### Routed metal, one color a layer

Scale bar: 50 um.
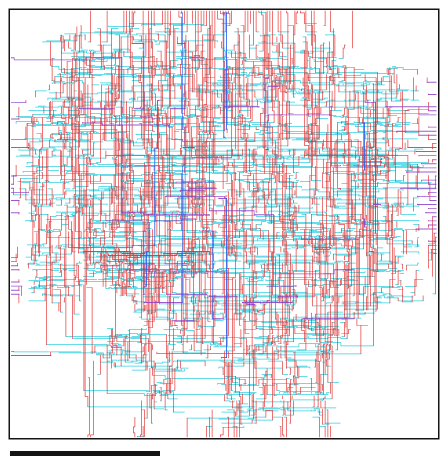
### I/O pins on the die edge

Pins as bars across the die edge, other pins in gray.
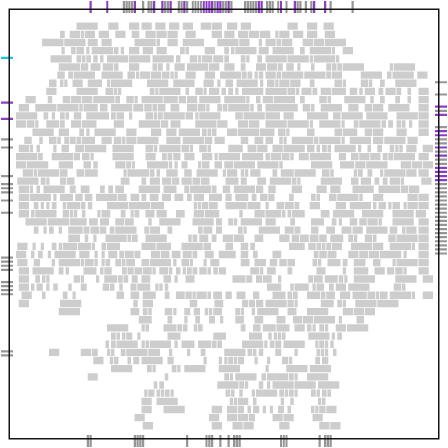
### Routing congestion map

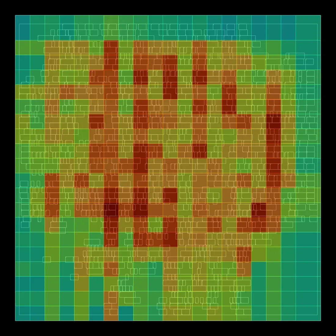
### Clock wires, drivers and flops

Scale bar: 50 um.
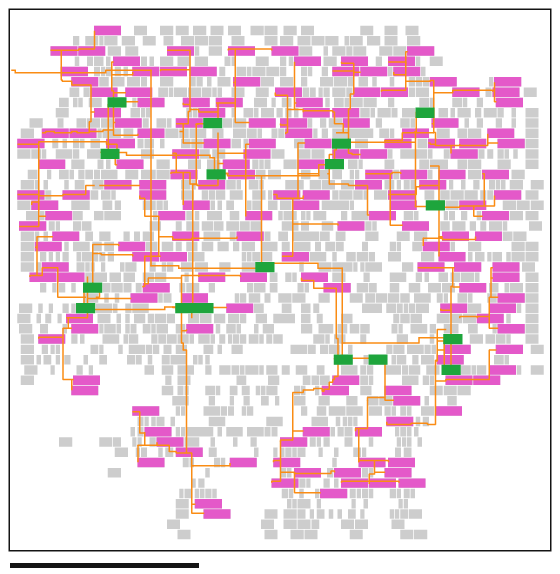
==> config.mk <==
export PLATFORM = sky130hd
export DESIGN_NAME = divider_unsigned_flat
export DESIGN_NICKNAME = d
export VERILOG_FILES = /design/src/rtl/mdu_pkg.sv /design/src/rtl/divider_unsigned_if.sv /design/src/rtl/div_restore_step.sv /design/src/rtl/divider_unsigned.sv /design/src/flat_wrapper.sv
export SDC_FILE = /design/constraint.sdc
export NUM_CORES = 1
export LEC_CHECK = 0
export ABC_CLOCK_PERIOD_IN_PS = 3900
export CAP_MARGIN = 10
export CORE_MARGIN = 1.5
export CORE_UTILIZATION = 45
export CTS_BUF_LIST = sky130_fd_sc_hd__clkbuf_8
export CTS_CLUSTER_DIAMETER = 200
export DETAILED_ROUTE_END_ITERATION = 6
export PLACE_DENSITY = 0.78
export SYNTH_ARGS = -nofsm -noshare
export SYNTH_HDL_FRONTEND = slang
export SYNTH_SLANG_ARGS = --single-unit
==> constraint.sdc <==
create_clock -name clk_i -period 3.9 [get_ports clk_i]
set_clock_uncertainty 0.15 [all_clocks]
set_input_delay 0.78 -clock clk_i [delete_from_list [all_inputs] [get_ports clk_i]]
set_output_delay 0.78 -clock clk_i [all_outputs]
set_load 0.005 [all_outputs]
==> summary.rpt <==
RUN METRICS
----------------------------------------------------
[Status]
  Outcome ........................ finished clean

[Flow run]
  Maxcap violations ........................ 0
  Tool warnings ........................ 26

[Layout]
  Area added between synthesis and finish ........................ 21.82%
  Sequential cell area ........................ 3445 sq um
  Relative area of clock buffers and inverters in the final design ........................ 0.03809
  Multi-input logic area ........................ 4885 sq um
  Fin area ........................ 10710 sq um
  Number of clock buffers in the layout ........................ 19
  Layout sequential cell count ........................ 172
  Post-route non-filler standard cell count ........................ 1420
  Top Layout Cells ........................ dfxtp_1, clkdlybuf4s50_1, nand2_1
  Combinational gates ........................ 766
  Diode count ........................ 0
  Layout Nets ........................ 1251
  Sequential portion of the cell area ........................ 0.3217

[Logic synthesis]
  Synth Area per Inst ........................ 8.347 sq um
  Post-synth EDFFs ........................ 0
  Number of cells produced by synthesis ........................ 1053
  Number of different library cells in the post-synthesis netlist ........................ 69
  Main area contributors ........................ dfxtp_1, mux2i_1, a211oi_1
  Most frequently used cell type in the post-synthesis netlist ........................ dfxtp_1
  Commonest cells in the netlist ........................ dfxtp_1, nand2_1, nor2_1
  Synth warnings ........................ 0
  Post-synthesis cell count from yosys ........................ 1053
  Primary FF master, synth ........................ dfxtp_1
  Post-synthesis simple-gate area fraction ........................ 0.1917
  Post-synth top area cell ........................ dfxtp_1
  Proportion of synthesized chip area in sequential cells ........................ 0.3917
  Share of async-settable or async-resettable flops after synthesis ........................ 0
  Yosys chip area ........................ 8790 sq um
  Xor+xnor area frac ........................ 0.02690
  Top cell area share ........................ 0.3917

[Clocking]
  Clock root cell ........................ clkbuf_8
  TritonCTS clock tree ........................ yes
  Clock input transition at the sequential cells of the worst setup and hold paths ........................ 100 ps
  TritonCTS buffer count ........................ 17
  Post-CTS Setup Repair Bufs ........................ 0
  TritonCTS Sinks ........................ 172
  H-tree lvl count ........................ 4

[Timing]
  Number of failing hold endpoints at the final stage ........................ 0
  Maximum clock frequency ........................ 282.2 MHz
  Min cycle time layout ........................ 3544 ps
  Final period util ........................ 0.9087
  Worst Setup Slack, final ........................ 356.0 ps
  Slew @ Worst Pin ........................ 1032 ps
  Final Slew Violations ........................ 0
  Final-report setup violation count ........................ 0
  Tightest slew margin relative to the limit ........................ 0.3092

[Floorplanning]
  Tapcell Cnt ........................ 260
  Die area ........................ 20380 sq um
  Share of the core filled by cells before placement ........................ 0.4637
  Count of boundary I/O pins ........................ 136

[Setup path]
  Critical path peak fanout ........................ 22
  Stages on the worst setup path ........................ 10
  Combined buffer and inverter count along the critical path ........................ 1
  Required time worst endpoint ........................ 4120 ps
  CP Cell Sequence ........................ inv_1 > ha_1 > a21oi_2 > a211oi_2 > nor2_1 > or4_1 > o21a_2 > o21ai_4 > mux2i_1 > a22o_1
  Arrival time of data at the critical path endpoint ........................ 3760 ps
  Element type at the critical path end ........................ flop

[Drt]
  Vias after detailed routing ........................ 7999
  Detailed router's first-iteration violation count ........................ 620
  Antenna-violating nets left ........................ 0
  Uppermost signal routing layer after detailed routing ........................ met4
  M1 WL ........................ 10.70 mm

[Power]
  Total Power ........................ 3.751 mW
  Power per unit of standard cell area ........................ 350.3 nW/um^2
  Power share of the sequential group ........................ 0.497
  P_int ........................ 2.637 mW
  Share of total power consumed by net switching ........................ 0.2969

[Global routing]
  Number of antenna violations at the first check in global routing ........................ 0
  Total gr overflow ........................ 0

[Place]
  Setup slack at placement ........................ 370.2 ps
  Total placed instance area ........................ 10300 sq um
  Placed Cells ........................ 1388

[Min path]
  Hold Path Class ........................ reg2reg
  Hold-critical path depth ........................ 2

----------------------------------------------------
About 'Routed metal, one color a layer':
legend:
  met2:
    color: red
    wire_length: 11800 um
  met4:
    color: blue
    wire_length: 635 um
  met1:
    color: cyan
    wire_length: 10700 um
  met3:
    color: purple
    wire_length: 1090 um
Routed Wire Length: 24.21 mm
final routed wire length divided by cell count: 17.05 um

About 'I/O pins on the die edge':
legend:
  bus_a:
    color: purple
    pins: 32
    direction: input
    edge: 20 top, 10 right, 2 left
  clk_i:
    color: cyan
    pins: 1
    direction: input
    edge: left
all pins by edge: 56 top, 37 right, 22 bottom, 21 left
count of buffers from port buffering: 135
height of the chip: 142.8 um
horizontal die dimension: 142.8 um

About 'Routing congestion map':
fraction of met2 tracks used by global routing: 0.4016
GRT Total Usage: 0.2388
Final Util: 0.5649
met1 routing resource usage after global routing: 0.3079
met3 Resource Use GR: 0.03655

About 'Clock wires, drivers and flops':
legend:
  flip-flops:
    color: magenta
    count: 172
  cells driving clock nets:
    color: green
    count: 17
  clock wires:
    color: orange
    length: 1980 um
flops lie: widely spread
clock insertion delay at the later pin of the skew report: 470 ps
P_clk: 1.28 mW
Clk network pwr share: 0.343

No activity file was given, so power comes from the tool's default toggle rates.
